==> config.mk <==
export PLATFORM = sky130hd
export DESIGN_NAME = counter_sequencer_flat
export DESIGN_NICKNAME = d
export VERILOG_FILES = /design/src/rtl/counter_sequencer_pkg.sv /design/src/rtl/counter_sequencer_if.sv /design/src/rtl/counter_sequencer_count_core.sv /design/src/rtl/counter_sequencer.sv /design/src/flat_wrapper.sv
export SDC_FILE = /design/constraint.sdc
export NUM_CORES = 1
export LEC_CHECK = 0
export ABC_AREA = 0
export CAP_MARGIN = 20
export CORE_ASPECT_RATIO = 0.8
export CORE_UTILIZATION = 35
export CTS_BUF_LIST = sky130_fd_sc_hd__clkbuf_4
export CTS_CLUSTER_DIAMETER = 200
export CTS_CLUSTER_SIZE = 16
export DETAILED_ROUTE_END_ITERATION = 10
export PLACE_DENSITY = 0.67
export SYNTH_ARGS = -nofsm -noshare
export SYNTH_HDL_FRONTEND = slang
export SYNTH_SLANG_ARGS = --single-unit
export TNS_END_PERCENT = 1
==> constraint.sdc <==
create_clock -name clk -period 2.3 [get_ports clk]
set_input_delay 0.46 -clock clk [delete_from_list [all_inputs] [get_ports clk]]
set_output_delay 0.46 -clock clk [all_outputs]
set_load 0.02 [all_outputs]
==> src/rtl/counter_sequencer_pkg.sv <==
// Shared definitions for the counter run sequencer: default widths and FSM state encoding.
package counter_sequencer_pkg;

  localparam int DEF_WIDTH  = 7;
  localparam int DEF_RUNS_W = 8;

  typedef enum logic [1:0] {
    S_IDLE = 2'd0,
    S_RUN  = 2'd1,
    S_HOLD = 2'd2,
    S_DONE = 2'd3
  } seq_state_t;

endpackage

==> src/rtl/counter_sequencer_if.sv <==
// Control/status bundle between system control (master) and the counter sequencer (slave).
interface counter_sequencer_if #(
  parameter int WIDTH  = 7,
  parameter int RUNS_W = 8
);
  logic              start;
  logic              pause;
  logic              abort;
  logic              reload;
  logic [WIDTH-1:0]  limit;
  logic [WIDTH-1:0]  q;
  logic              busy;
  logic              done;
  logic [1:0]        state;
  logic [RUNS_W-1:0] runs;

  modport master (
    output start, pause, abort, reload, limit,
    input  q, busy, done, state, runs
  );

  modport slave (
    input  start, pause, abort, reload, limit,
    output q, busy, done, state, runs
  );
endinterface

==> src/rtl/counter_sequencer_count_core.sv <==
// Counter datapath register: synchronous clear has priority over enable.
module count_core #(
  parameter int WIDTH = 7
) (
  input  logic             clk,
  input  logic             rst_n,
  input  logic             clr,
  input  logic             en,
  output logic [WIDTH-1:0] q
);

  // Count register; clear wins over enable so a restart never increments.
  always_ff @(posedge clk or negedge rst_n) begin
    if (!rst_n)   q <= '0;
    else if (clr) q <= '0;
    else if (en)  q <= q + WIDTH'(1);
  end

endmodule

==> src/rtl/counter_sequencer.sv <==
// Run controller for the counter datapath: start/pause/abort handshake, terminal
// count detection, one-shot or auto-reload, and a completed-run counter.
//
//   state  | meaning
//   -------+-----------------------------------------------------------
//   S_IDLE | waiting for start; q keeps its last value
//   S_RUN  | counting up one per edge toward the latched limit
//   S_HOLD | paused, q frozen; leaving costs one non-counting edge
//   S_DONE | one-shot terminal reached, single cycle, start ignored
module counter_sequencer
  import counter_sequencer_pkg::*;
#(
  parameter int WIDTH  = DEF_WIDTH,
  parameter int RUNS_W = DEF_RUNS_W
) (
  input logic                clk,
  input logic                reset,
  counter_sequencer_if.slave bus
);

  seq_state_t        state_q, state_d;
  logic [WIDTH-1:0]  lim_q;
  logic              mode_q;
  logic              done_q, done_d;
  logic [RUNS_W-1:0] runs_q;
  logic              latch;
  logic              cnt_clr, cnt_en;
  logic [WIDTH-1:0]  cnt;

  count_core #(.WIDTH(WIDTH)) u_core (
    .clk   (clk),
    .rst_n (reset),
    .clr   (cnt_clr),
    .en    (cnt_en),
    .q     (cnt)
  );

  // Next-state and counter control; abort outranks pause, pause outranks terminal count.
  always_comb begin
    state_d = state_q;
    cnt_clr = 1'b0;
    cnt_en  = 1'b0;
    latch   = 1'b0;
    done_d  = 1'b0;
    case (state_q)
      S_IDLE: begin
        if (bus.start) begin
          state_d = S_RUN;
          cnt_clr = 1'b1;
          latch   = 1'b1;
        end
      end
      S_RUN: begin
        if (bus.abort) begin
          state_d = S_IDLE;
          cnt_clr = 1'b1;
        end else if (bus.pause) begin
          state_d = S_HOLD;
        end else if (cnt == lim_q) begin
          done_d = 1'b1;
          if (mode_q) cnt_clr = 1'b1;
          else        state_d = S_DONE;
        end else begin
          cnt_en = 1'b1;
        end
      end
      S_HOLD: begin
        if (bus.abort) begin
          state_d = S_IDLE;
          cnt_clr = 1'b1;
        end else if (!bus.pause) begin
          state_d = S_RUN;
        end
      end
      S_DONE:  state_d = S_IDLE;
      default: state_d = S_IDLE;
    endcase
  end

  // FSM state, done strobe and run counter registers.
  always_ff @(posedge clk or negedge reset) begin
    if (!reset) begin
      state_q <= S_IDLE;
      done_q  <= 1'b0;
      runs_q  <= '0;
    end else begin
      state_q <= state_d;
      done_q  <= done_d;
      if (done_d) runs_q <= runs_q + RUNS_W'(1);
    end
  end

  // Limit and mode are captured only when a start is accepted.
  always_ff @(posedge clk or negedge reset) begin
    if (!reset) begin
      lim_q  <= '0;
      mode_q <= 1'b0;
    end else if (latch) begin
      lim_q  <= bus.limit;
      mode_q <= bus.reload;
    end
  end

  assign bus.q     = cnt;
  assign bus.state = state_q;
  assign bus.busy  = (state_q == S_RUN) || (state_q == S_HOLD);
  assign bus.done  = done_q;
  assign bus.runs  = runs_q;

endmodule

==> src/flat_wrapper.sv <==
// flat-port wrapper written by rule: the top's interface ports become plain ports
module counter_sequencer_flat import counter_sequencer_pkg::*;
#(
  parameter int WIDTH  = DEF_WIDTH,
  parameter int RUNS_W = DEF_RUNS_W
)
  (clk, reset, bus_start, bus_pause, bus_abort, bus_reload, bus_limit, bus_q, bus_busy, bus_done, bus_state, bus_runs);
  counter_sequencer_if #(.WIDTH(WIDTH), .RUNS_W(RUNS_W)) bus_i ();
  input logic clk;
  input logic reset;
  input wire logic [$bits(bus_i.start)-1:0] bus_start;
  input wire logic [$bits(bus_i.pause)-1:0] bus_pause;
  input wire logic [$bits(bus_i.abort)-1:0] bus_abort;
  input wire logic [$bits(bus_i.reload)-1:0] bus_reload;
  input wire logic [$bits(bus_i.limit)-1:0] bus_limit;
  output wire logic [$bits(bus_i.q)-1:0] bus_q;
  output wire logic [$bits(bus_i.busy)-1:0] bus_busy;
  output wire logic [$bits(bus_i.done)-1:0] bus_done;
  output wire logic [$bits(bus_i.state)-1:0] bus_state;
  output wire logic [$bits(bus_i.runs)-1:0] bus_runs;
  assign bus_i.start = bus_start;
  assign bus_i.pause = bus_pause;
  assign bus_i.abort = bus_abort;
  assign bus_i.reload = bus_reload;
  assign bus_i.limit = bus_limit;
  assign bus_q = bus_i.q;
  assign bus_busy = bus_i.busy;
  assign bus_done = bus_i.done;
  assign bus_state = bus_i.state;
  assign bus_runs = bus_i.runs;
  counter_sequencer #(.WIDTH(WIDTH), .RUNS_W(RUNS_W)) u_core (.clk(clk), .reset(reset), .bus(bus_i));
endmodule
Figure 1. Cell classes on the final placement.
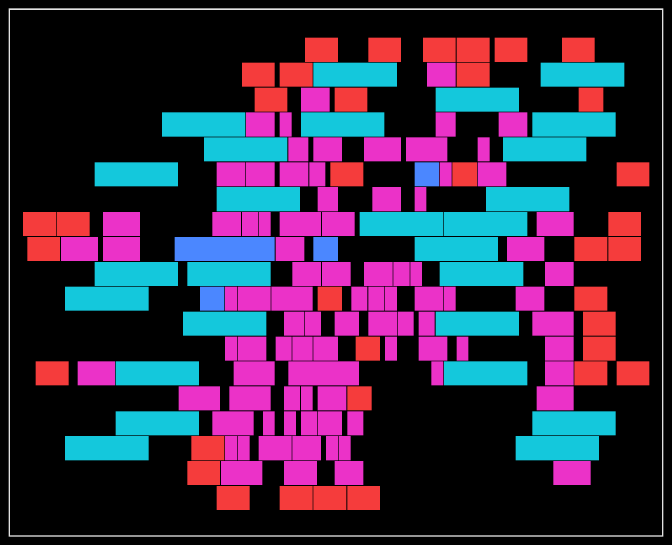
cyan -> flip-flops  # cells 26
blue -> clock drivers and dummy loads  # cells 4
red -> other buffers and delay cells  # cells 36
magenta -> all other logic  # cells 89
sequential cell area share: 0.362
FP Rows: 19
Finished Core Util: 0.507
total core area: 3540 um2

Figure 2. Gate-type map.
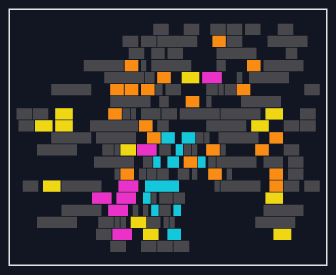
cyan -> inverting AOI/OAI gates  # cells 11
yellow -> multiplexers  # cells 12
magenta -> adder and majority cells  # cells 7
orange -> XOR/XNOR gates  # cells 20

==> flow_summary.toml <==
# flow metrics
[cells_and_area]
area_delta_synth_final_pct = 33.7
stdcell_area_um2 = 1800
final-instance-count-excl-fill = 197
layout.nets = 176
drive_gt1_frac = 0.155
mi_logic_area_um2 = 677

[pwr]
irDropWorstVdd_v = 0.000476
p_sw_mw = 0.595
p_comb_frac = 0.420
p_int_mw = 1.10
p_seq_frac = 0.399
swShare = 0.351

[yosys]
ff_type = "dfrtp_1"
ys_cells = 115
synth.distinct_cells = 26
simple_gate_area_frac = 0.147
syn_nets = 135
aoi_share = 0.0634
ys.flops = 26
xor_share = 0.130
synth_warnings = 0
yosys-top-cells-area = "dfrtp_1 (48%), xnor2_1 (8.5%), mux2_2 (7.5%)"
syn_avg_cell_area_um2 = 11.7
ys_chip_area_um2 = 1340
common_cells = "dfrtp_1 (26), xnor2_1 (13), nor2_1 (12)"
edf_count = 0
seq_area_frac_synth = 0.485

[sta]
layout_min_cycle_time_ps = 2170
drv_slew = 0
fin_skew_ps = 9.46
fmax_mhz = 462
worst-slew-pin-transition_ps = 489
rsz0062_at_grt = "false"
finalSetupViolations = 0
timing.slew.headroom = 0.673

[grt]
grt_max_degree = 27
grt.overflow.total = 0
grt_pass1_vias = 1014
antenna_found_initial = 0
grt_pass1_wl_um = 4720

[worst_setup_path]
r2r_start = "u_core.bus.state[1]"
max_stage_delay_ps = 590
cp-start-kind = "register"
cp_num_cells = 3
cp_max_fo = 4
crit_type = "reg -> out"
cp_slowest_cell = "clkdlybuf4s50_1"
reg2reg_depth = 6
cp-startpoint = "u_core.bus.state[0]"
path_cells = "inv_1 -> ha_1 -> clkdlybuf4s50_1"

[route]
first_pass_iters = 7
drcViolationCount = 3
viasPerCell = 5.02
vias = 989
wirelength_um = 2630

[run_status]
violations = "DRC"
status = "complete, but fails checks"

[clocking]
cts_buffer_depth = 2
clkTransAtPathRegs_ps = 140
clock_latency_ps = 320
cts_tree = "built"
cts_buffers = 3
clock_sinks = 26

[placed_design]
gp_congestion = 0.875
dp_cells = 193
portBuffers = 31

[floorplanning]
die_x_um = 71.2
boundaryPins = 32
die_area_um2 = 4090
logic make-up after synthesis:
kind of cell	Yosys count
simple gates	35
flops	26
fa+ha+maj	7
mux	12
compound gates	11
buf+inv	4
xor+xnor	20
final timing paths:
kind	to	slack, ps
setup / recovery	bus_busy	130
hold / removal	u_core.bus.done	480
setup reg to reg	u_core.bus.runs[7]	200
hold reg to reg	u_core.bus.runs[6]	510
max in group asynchronous	u_core.lim_q[0]	1560
min in group clk	u_core.bus.runs[6]	510
power by group through the flow:
stage	Clock, mW	Combinational (mW)	Sequential [mW]
after detailed placement	0	0.714	0.688
after floorplan	0	0.439	0.702
after CTS	0.321	0.716	0.679
final	0.305	0.713	0.677
after global routing	0.338	0.784	0.696
after global placement	0	0.692	0.680
cell type report:
cell class              instances  share of cell area
multi-input cells              85               0.377
flip-flops and latches         26               0.362
repair buffers                 36               0.194
well taps                      42              0.0293
clock inverters                 1              0.0167
clock buffers                   3              0.0125
inverters                       4             0.00836
cell usage in the layout (no fill, tap or decap), drive strengths merged:
master and instances:
or3b 2, and4 1, or3 2, xor2 7, nor4 1, dfrtp 26
nand3 6, nor3 1, nor2 12, nor3b 1, nand2 4, nand4 4
buf 5, inv 4, nand3b 1, mux2i 3, a31oi 1, o211ai 1
xnor2 13, ha 7, o2111ai 2, o21ai 5, bufinv 1, mux2 9
clkdlybuf4s50 31, a21oi 2, clkbuf 3
metal layers:
metal | GRT usage | wire [um]
met2 | 0.246 | 1270
met1 | 0.196 | 1240
met4 | 0.0429 | 21
met5 | 0 | 0
met3 | 0.0389 | 101
sequential cells by signal, indices dropped and copies added, names as in the netlist:
register          cells
u_core.bus.done       1
u_core.bus.runs       8
u_core.u_core.q       7
u_core.lim_q          7
u_core.bus.state      2
u_core.mode_q         1
No activity file was given, so power comes from the tool's default toggle rates.
